<file path="config.mk">
export PLATFORM = sky130hd
export DESIGN_NAME = phasemeter_ctrl
export DESIGN_NICKNAME = d
export VERILOG_FILES = /design/src/rtl/phasemeter_ctrl.sv
export SDC_FILE = /design/constraint.sdc
export NUM_CORES = 1
export LEC_CHECK = 0
export CAP_MARGIN = 15
export CORE_MARGIN = 5
export CORE_UTILIZATION = 49
export DETAILED_ROUTE_END_ITERATION = 10
export GPL_ROUTABILITY_DRIVEN = 0
export PLACE_DENSITY = 0.87
export SLEW_MARGIN = 20
export SYNTH_ARGS = -nofsm -noshare
export SYNTH_HDL_FRONTEND = slang
export SYNTH_SLANG_ARGS = --single-unit
</file>
<file path="constraint.sdc">
create_clock -name clk -period 2.85 [get_ports clk]
set_clock_uncertainty 0.05 [all_clocks]
set_input_delay 0.57 -clock clk [delete_from_list [all_inputs] [get_ports clk]]
set_output_delay 0.57 -clock clk [all_outputs]
set_load 0.01 [all_outputs]
</file>
<file path="src/rtl/phasemeter_ctrl.sv">
// Phasemeter control: NCO retune sequencing aligned to CIC decimation,
// post-retune sample flush and a 2-entry output sample buffer.
module phasemeter_ctrl #(
    parameter int FREQ_WIDTH = 32,
    parameter int DATA_WIDTH = 32,
    parameter logic [FREQ_WIDTH-1:0] DEFAULT_FREQ = 32'd343597384,
    parameter int FLUSH_SAMPLES = 2
) (
    input  logic                  clk,
    input  logic                  rst,
    input  logic                  enable,
    input  logic [FREQ_WIDTH-1:0] s_axis_freq_tdata,
    input  logic                  s_axis_freq_tvalid,
    output logic                  s_axis_freq_tready,
    input  logic                  d_clk,
    input  logic [DATA_WIDTH-1:0] cic_data,
    output logic [FREQ_WIDTH-1:0] FREQ_WORD,
    output logic [DATA_WIDTH-1:0] m_axis_tdata,
    output logic                  m_axis_tvalid,
    input  logic                  m_axis_tready,
    output logic [15:0]           drop_count,
    output logic [1:0]            state
);

    localparam int FCW = (FLUSH_SAMPLES > 1) ? $clog2(FLUSH_SAMPLES) : 1;
    localparam logic [FCW-1:0] FLUSH_LAST =
        FCW'((FLUSH_SAMPLES > 0) ? FLUSH_SAMPLES - 1 : 0);

    typedef enum logic [1:0] {
        IDLE  = 2'd0,
        RUN   = 2'd1,
        PEND  = 2'd2,
        FLUSH = 2'd3
    } state_e;

    state_e                 state_q;
    logic [FREQ_WIDTH-1:0]  freq_q;
    logic [FREQ_WIDTH-1:0]  pend_q;
    logic [FCW-1:0]         flush_q;

    logic [DATA_WIDTH-1:0]  head_q, head_d;
    logic [DATA_WIDTH-1:0]  tail_q, tail_d;
    logic [1:0]             cnt_q, cnt_d;
    logic [15:0]            drop_q, drop_d;

    logic accept;
    logic push;
    logic pop;

    assign s_axis_freq_tready = (state_q == RUN) && enable;
    assign accept = s_axis_freq_tvalid && s_axis_freq_tready;
    assign push   = enable && d_clk && ((state_q == RUN) || (state_q == PEND));
    assign pop    = m_axis_tvalid && m_axis_tready;

    assign FREQ_WORD     = freq_q;
    assign m_axis_tdata  = head_q;
    assign m_axis_tvalid = (cnt_q != 2'd0);
    assign drop_count    = drop_q;
    assign state         = state_q;

    // The new word takes effect only on a decimation boundary so the
    // CIC never integrates a sample straddling two frequencies.
    always_ff @(posedge clk or negedge rst) begin
        if (!rst) begin
            state_q <= IDLE;
            freq_q  <= DEFAULT_FREQ;
            pend_q  <= DEFAULT_FREQ;
            flush_q <= '0;
        end else if (!enable) begin
            state_q <= IDLE;
        end else begin
            case (state_q)
                IDLE: state_q <= RUN;
                RUN: begin
                    if (accept) begin
                        pend_q  <= s_axis_freq_tdata;
                        state_q <= PEND;
                    end
                end
                PEND: begin
                    if (d_clk) begin
                        freq_q  <= pend_q;
                        flush_q <= '0;
                        state_q <= (FLUSH_SAMPLES == 0) ? RUN : FLUSH;
                    end
                end
                FLUSH: begin
                    if (d_clk) begin
                        flush_q <= flush_q + FCW'(1);
                        if (flush_q == FLUSH_LAST) state_q <= RUN;
                    end
                end
                default: state_q <= IDLE;
            endcase
        end
    end

    // Head register feeds m_axis_tdata directly so it holds under back-pressure.
    always_comb begin
        head_d = head_q;
        tail_d = tail_q;
        cnt_d  = cnt_q;
        drop_d = drop_q;
        if (!enable) begin
            cnt_d = 2'd0;
        end else begin
            case (cnt_q)
                2'd0: begin
                    if (push) begin
                        head_d = cic_data;
                        cnt_d  = 2'd1;
                    end
                end
                2'd1: begin
                    if (push && pop) begin
                        head_d = cic_data;
                    end else if (push) begin
                        tail_d = cic_data;
                        cnt_d  = 2'd2;
                    end else if (pop) begin
                        cnt_d = 2'd0;
                    end
                end
                default: begin
                    if (pop) begin
                        head_d = tail_q;
                        if (push) tail_d = cic_data;
                        else      cnt_d  = 2'd1;
                    end else if (push && (drop_q != 16'hFFFF)) begin
                        drop_d = drop_q + 16'd1;
                    end
                end
            endcase
        end
    end

    always_ff @(posedge clk or negedge rst) begin
        if (!rst) begin
            head_q <= '0;
            tail_q <= '0;
            cnt_q  <= 2'd0;
            drop_q <= 16'd0;
        end else begin
            head_q <= head_d;
            tail_q <= tail_d;
            cnt_q  <= cnt_d;
            drop_q <= drop_d;
        end
    end

endmodule

</file>
run_1/floorplan.png
Drawn at 3 px/um. Pins as bars on the die edge.
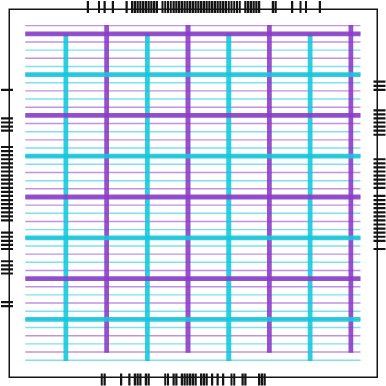
| net | colour |
|---|---|
| VDD | purple |
| VSS | cyan |
met5 straps: 8
met4 straps: 8

run_1/clock_wires.png
Drawn at 4 px/um.
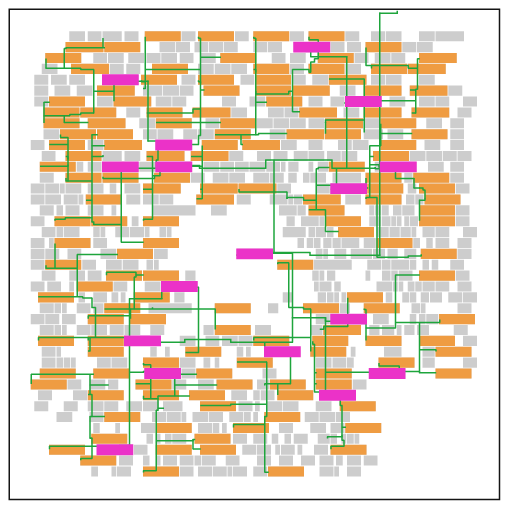
[clock wires] green | length: 1750 um
[flip-flops] orange | count: 149
[clock-net drivers] magenta | count: 17
routed clock nets: 18
flops lie: all over the die

run_1/congestion_map.png
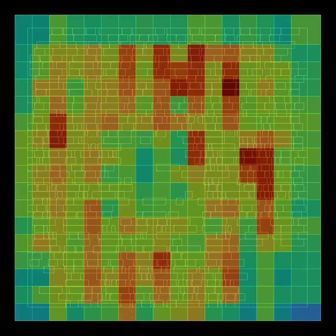
wire per inst: 17.4 um
GR peak layer: met2
grt met3 use: 5.71%
M2 GR Usage: 33.8%
Finished Core Util: 68.6%

==> run 1: layout make-up <==
cell class | count | area, um^2
Tap cell | 172 | 215
Sequential cell | 149 | 3760
Multi-Input combinational cell | 282 | 2320
Inverter | 6 | 22.5
Timing Repair Buffer | 162 | 1630
Fill cell | 893 | 3910
Clock buffer | 23 | 498
Clock inverter | 9 | 116
==> run 1: worst register-to-register path, cell delays in order (launching register included) <==
cell	delay, ps
dfrtp_1	460
inv_1	80
ha_1	380
nand4b_2	260
or4_1	630
nor3_1	280
xor2_1	180
==> run 1: state kept, by name, indices dropped and copies added (netlist names) <==
register and flops:
m_axis_tdata 32, FREQ_WORD 32, flush_q 1, cnt_q 2
tail_q 32, drop_count 16, state 2, pend_q 32
==> run 1: where the power goes <==
group          internal (uW)  total [uW]  switching [uW]
clock network           1410        2280             863
logic                   1510        2480             978
registers               3090        3570             474
total                   6010        8330            2310
==> run 1: stage by stage <==
stage / setup WS, ps / instance area [um^2] / power, uW / std cells / hold WS (ps)
after floorplan: 683 / 6160 / 4670 / 458 / 224
after global routing: 219 / 8560 / 8790 / 803 / 270
after global placement: 327 / 7940 / 5930 / 771 / 417
after detailed placement: 219 / 7940 / 6090 / 771 / 421
after CTS: 327 / 8560 / 8410 / 803 / 257
final: 292 / 8560 / 8330 / 803 / 215
==> run 1: layout by cell type (no fill, tap or decap), types with 2 or more instances in the layout <==
master	synthesis	routed
a21oi_1	4	4
and3_1	2	2
buf_12	0	2
buf_4	1	7
bufinv_16	0	2
clkbuf_16	0	17
clkbuf_8	0	5
clkdlybuf4s50_1	0	152
clkinvlp_4	0	4
dfrtp_1	123	122
dfstp_2	26	26
ha_1	5	5
inv_1	6	6
inv_6	0	2
mux2_2	97	97
mux2i_1	33	33
nand2_1	40	40
nand3_1	5	5
nand4_1	5	5
nor2_1	5	5
nor2b_1	4	4
nor3_1	9	9
nor4_1	2	2
o21ai_0	39	39
or3_1	3	3
xor2_1	13	13
==> run 1: layer usage <==
| layer | vias to the layer above | global-route usage (%) |
|---|---|---|
| li1 | 1936 | - |
| met1 | 2097 | 22.7 |
| met2 | 125 | 33.8 |
| met3 | 31 | 5.71 |
| met4 | 0 | 8.89 |
| met5 | - | 0 |
==> run 1: kinds of logic (layout without fill, tap and decap cells) <==
kind of cell,count (synthesis),count (layout)
XOR/XNOR,14,14
AND/OR/NAND/NOR,84,84
buffers and inverters,27,200
AND-OR/OR-AND,48,48
multiplexers,131,131
adder cells (fa/ha/maj),5,5
flip-flops,149,149
==> run 1: worst paths after layout <==
kind                                             start                      endpoint  slack, ps  depth (start not counted)
max in group asynchronous                          rst  m_axis_tdata[15]$_DFFE_PN0P_       1940                          2
min reg2reg                m_axis_tdata[4]$_DFFE_PN0P_   m_axis_tdata[4]$_DFFE_PN0P_        430                          2
max                                             enable            s_axis_freq_tready        290                          3
min in group clk           m_axis_tdata[4]$_DFFE_PN0P_   m_axis_tdata[4]$_DFFE_PN0P_        430                          2
max reg2reg                       state[0]$_DFFE_PN0P_     drop_count[9]$_DFFE_PN0P_        450                          6
min                                                rst      FREQ_WORD[7]$_DFFE_PN0P_        220                          2
==> out/metrics.cfg, run 1 <==
[worst_setup_path]
critical_path.max_fanout = 3
crit_arrival_ps = 1940
cp_num_buf_inv = 2
path_common_cell = clkdlybuf4s50_1
slowest_stage = clkdlybuf4s50_1
crit_family = buffers and inverters

[outcome]
status = completed

[global_route]
grt_start_max_net_pins = 150
grt_overflow_total = 0
grt_usage_pct = 19.6
grt_first_pass_wirelength_mm = 22.6

[logic_synthesis]
fp_nets = 533
synthArstFlopShare_pct = 100
yosys.area.top_type = dfrtp_1
synth_cell_types = 38
ys_ff = 149
top_logic_kind = multiplexers
yosys_warnings = 0
mux_area_share_pct = 23.3
top_cell = dfrtp_1
common_cells = dfrtp_1, mux2_2, nand2_1

[timing]
tns_ps = 0
fin_crit_sh_pct = 89.7
relSlewSlack_pct = 47.3
max_slew.worst_pin.slew_ps = 791
fmax_mhz = 391
drv_slew = 0
timing.final.crit_period_ps = 2560
setup-violations-final = 0

[clock_tree]
cts.path.max_buffers = 2
insertion_delay_ps = 420
post_cts_buffers = 0
clk_pin_slew_ps = 60
ctsResizeCount = 0

[worst_hold_path]
min_path_type = in -> async

[job]
maxCapViolCount = 0
warning_count = 31

[drt]
vias = 4189
wl_met1_mm = 5.44
postRouteAntennaNets = 0
routed-wl-met3_um = 735
drc = 0
drt-initial-drc-count = 302
routed_via_density = 5.22

[floorplanning]
core_util_floorplan_pct = 49.5
io_pins = 154
core_mm2 = 0.0125

[power_and_ir_drop]
peakVddDrop_v = 0.000544
cellLeakagePower_uw = 0.00372

[placed_design]
port_buffers = 153

run_1/ff_map.png
Drawn at 4 px/um. Other sequential cells in the stronger grey, the rest of the logic in the fainter grey.
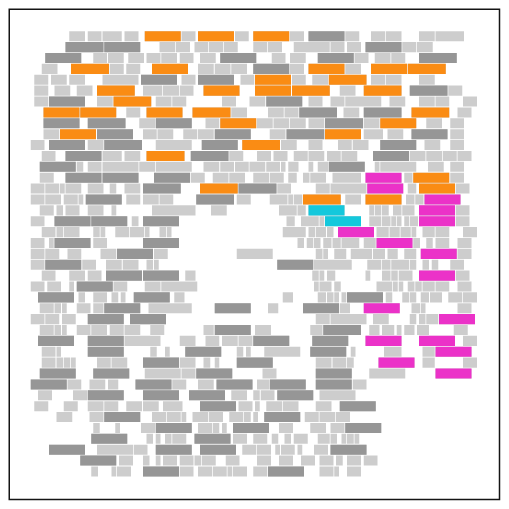

==> run 2, diff against run 1 <==
==> constraint.sdc (replaced) <==
create_clock -name clk -period 2.85 [get_ports clk]
set_clock_uncertainty 0.05 [all_clocks]
set_input_delay 0.57 -clock clk [delete_from_list [all_inputs] [get_ports clk]]
set_output_delay 0.57 -clock clk [all_outputs]
set_load 0.005 [all_outputs]
run_2/ff_map.png
Drawn at 4 px/um. Other sequential cells in the stronger grey, the rest of the logic in the fainter grey.
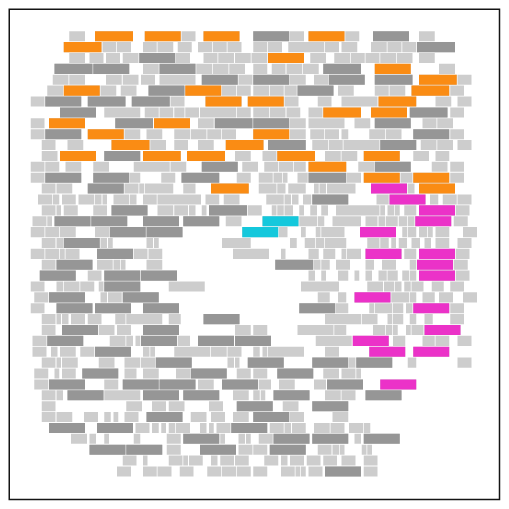
| netlist name | colour | placed flops |
|---|---|---|
| `FREQ_WORD` | orange | 32 |
| `drop_count` | magenta | 16 |
| `state` | cyan | 2 |
not coloured: 99

run_2/floorplan.png
Drawn at 3 px/um. Pins as bars on the die edge.
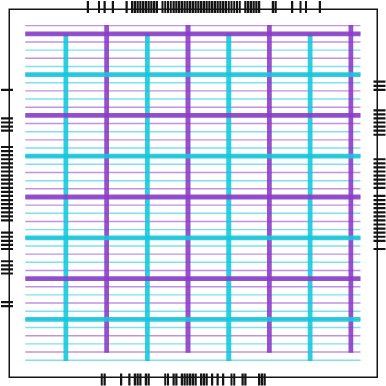
| net | colour |
|---|---|
| VDD | purple |
| VSS | cyan |
met4 straps: 8
rows: 41
signal pins: 154
met1 rails: 42
met5 straps: 8

==> run 2 against run 1 <==
  * Utilization about the same
  * Routed wire length decreased by 3.3%
  * Total power decreased by 2.9%
  * First-iteration DRC count decreased by 34%
  * Count of clock-buffer cells in the layout decreased by 6
  * Cell count decreased by 0.12%
  * Global-route usage decreased by 0.76 points
  * Area after synthesis unchanged
  * Critical path type unchanged
  * Critical endpoint unchanged
  * Highest routed layer unchanged
==> out/metrics.cfg, run 2 <==
[drt]
drt-initial-drc-count = 198  ; -34%
post_drt_wl_per_cell_um = 16.8  ; -3.1%
postRouteAntennaNets = 0  ; unchanged
drc = 0  ; unchanged

[cells_and_area]
layout_top_cell = clkdlybuf4s50_1
postLayoutCoreUtil_pct = 68.6  ; about the same
instances_no_fill = 802  ; -0.12%
fill_cells = 890  ; -0.34%
final_cell_mix = clkdlybuf4s50_1, dfrtp_1, mux2_2
fin_area_mm2 = 0.00855  ; about the same
regArea_mm2 = 0.00376  ; unchanged

[timing]
rsz0062_at_grt = no
fin_crit_sh_pct = 87.4  ; -2.4 points
fmax_mhz = 402  ; +2.7%
setup-violations-final = 0  ; unchanged
tns_ps = 0  ; unchanged
timing.final.crit_period_ps = 2490  ; -67.9 ps
relSlewSlack_pct = 62.4  ; +15 points

[power_and_ir_drop]
peakVddDrop_v = 0.000538  ; -1.0%
total_power_uw = 8090  ; -2.9%
cellLeakagePower_uw = 0.00372  ; about the same

[clock_tree]
ctsResizeCount = 0  ; unchanged
insertion_delay_ps = 410  ; about the same
clk_pin_slew_ps = 60  ; about the same
cts.path.max_buffers = 2  ; unchanged

[job]
warning_count = 29  ; -6.5%
maxCapViolCount = 0  ; unchanged

[outcome]
status = completed

[floorplanning]
core_util_floorplan_pct = 49.5  ; unchanged
core_mm2 = 0.0125  ; unchanged
io_pins = 154  ; unchanged
rows = 41

[worst_setup_path]
critical_path.max_fanout = 3  ; unchanged
crit_arrival_ps = 1870  ; -70 ps

[global_route]
grt_start_max_net_pins = 70  ; -53%
grt_overflow_total = 0  ; unchanged
grt_first_pass_wirelength_mm = 21.8  ; -3.5%

[logic_synthesis]
yosys.area.top_type = dfrtp_1
fp_nets = 533  ; unchanged
ys_ff = 149  ; unchanged
top_cell = dfrtp_1
yosys_warnings = 0  ; unchanged
common_cells = dfrtp_1, mux2_2, nand2_1
synthArstFlopShare_pct = 100  ; unchanged

[placed_design]
postPlaceCellArea_mm2 = 0.00796  ; +0.22%

[worst_hold_path]
min_path_type = in -> async

run_2/clock_wires.png
Drawn at 4 px/um.
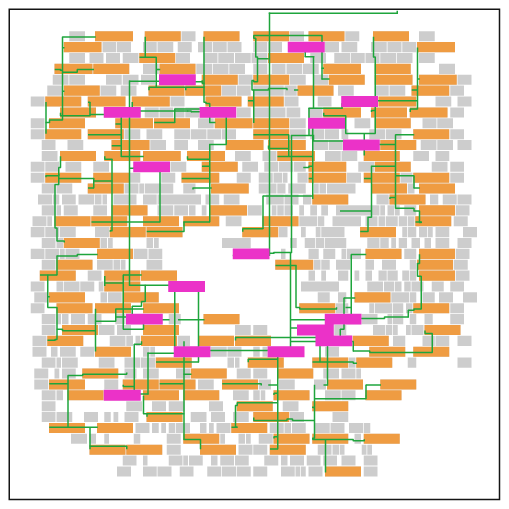
[flip-flops] orange | count: 149
[clock-net drivers] magenta | count: 17
[clock wires] green | length: 1700 um
routed clock nets: 18

[run 2: netlist changes by cell type in the layout (fill, tap and decap cells not counted), moves of 2 or more]
cell        change
clkinvlp_4      -2
buf_12          +2
inv_6           +6
buf_4           -3
clkbuf_8        -5
[run 2: area by class of cell]
class | instances | area share [%]
multi-input cells | 282 | 27.1
clock buffers | 17 | 4.97
clock inverters | 15 | 1.96
inverters | 6 | 0.263
flip-flops and latches | 149 | 44.0
repair buffers | 161 | 19.2
well taps | 172 | 2.52
[run 2: path summary, 6_finish.rpt]
check | slack, ps | endpoint | startpoint | cells after the start
setup / recovery | 360 | s_axis_freq_tready | enable | 3
hold / removal | 50 | pend_q[5]$_DFFE_PN0P_ | rst | 1
setup reg to reg | 530 | drop_count[15]$_DFFE_PN0P_ | state[0]$_DFFE_PN0P_ | 6
hold reg to reg | 430 | m_axis_tdata[21]$_DFFE_PN0P_ | m_axis_tdata[21]$_DFFE_PN0P_ | 2
max in group asynchronous | 1920 | FREQ_WORD[13]$_DFFE_PN1P_ | rst | 2
min in group clk | 430 | m_axis_tdata[21]$_DFFE_PN0P_ | m_axis_tdata[21]$_DFFE_PN0P_ | 2
[run 2: layer usage]
metal	vias up	global-route usage [%]	routed length, um
li1	1930	-	-
met1	2095	22.6	5520
met2	116	32.5	7030
met3	22	4.41	607
met4	0	8.47	322
met5	-	0	0
[run 2: cells by family (layout without fill, tap and decap cells)]
kind of cell / Yosys count / count (layout) / share of synthesized area [%]
AOI/OAI and AO/OA: 48 / 48 / 4.14
xor gates and xnor gates: 14 / 14 / 1.99
adders and majority gates: 5 / 5 / 1.01
buffers and inverters: 27 / 199 / 1.79
DFF: 149 / 149 / 61.0
muxes: 131 / 131 / 23.3
and+or+nand+nor: 84 / 84 / 6.80
[run 2: worst max-delay path: stages]
cell and delay (ps):
clkdlybuf4s50_1 580, and2_1 180, clkdlybuf4s50_1 540
[run 2: through the flow]
stage | hold WS, ps | setup WS [ps]
floorplan | 224 | 721
finish | 46.3 | 360
detailed placement | 422 | 329
CTS | 46.1 | 363
global route | 56.4 | 353
global placement | 417 | 362
[run 2: power breakdown]
part           leakage, uW  switching [uW]  total (uW)  internal [uW]
logic              0.00158             802        2310           1510
registers          0.00186             464        3550           3090
clock network     0.000286             913        2220           1310
Power figures rest on the tool's default switching activity, not on a simulated workload.
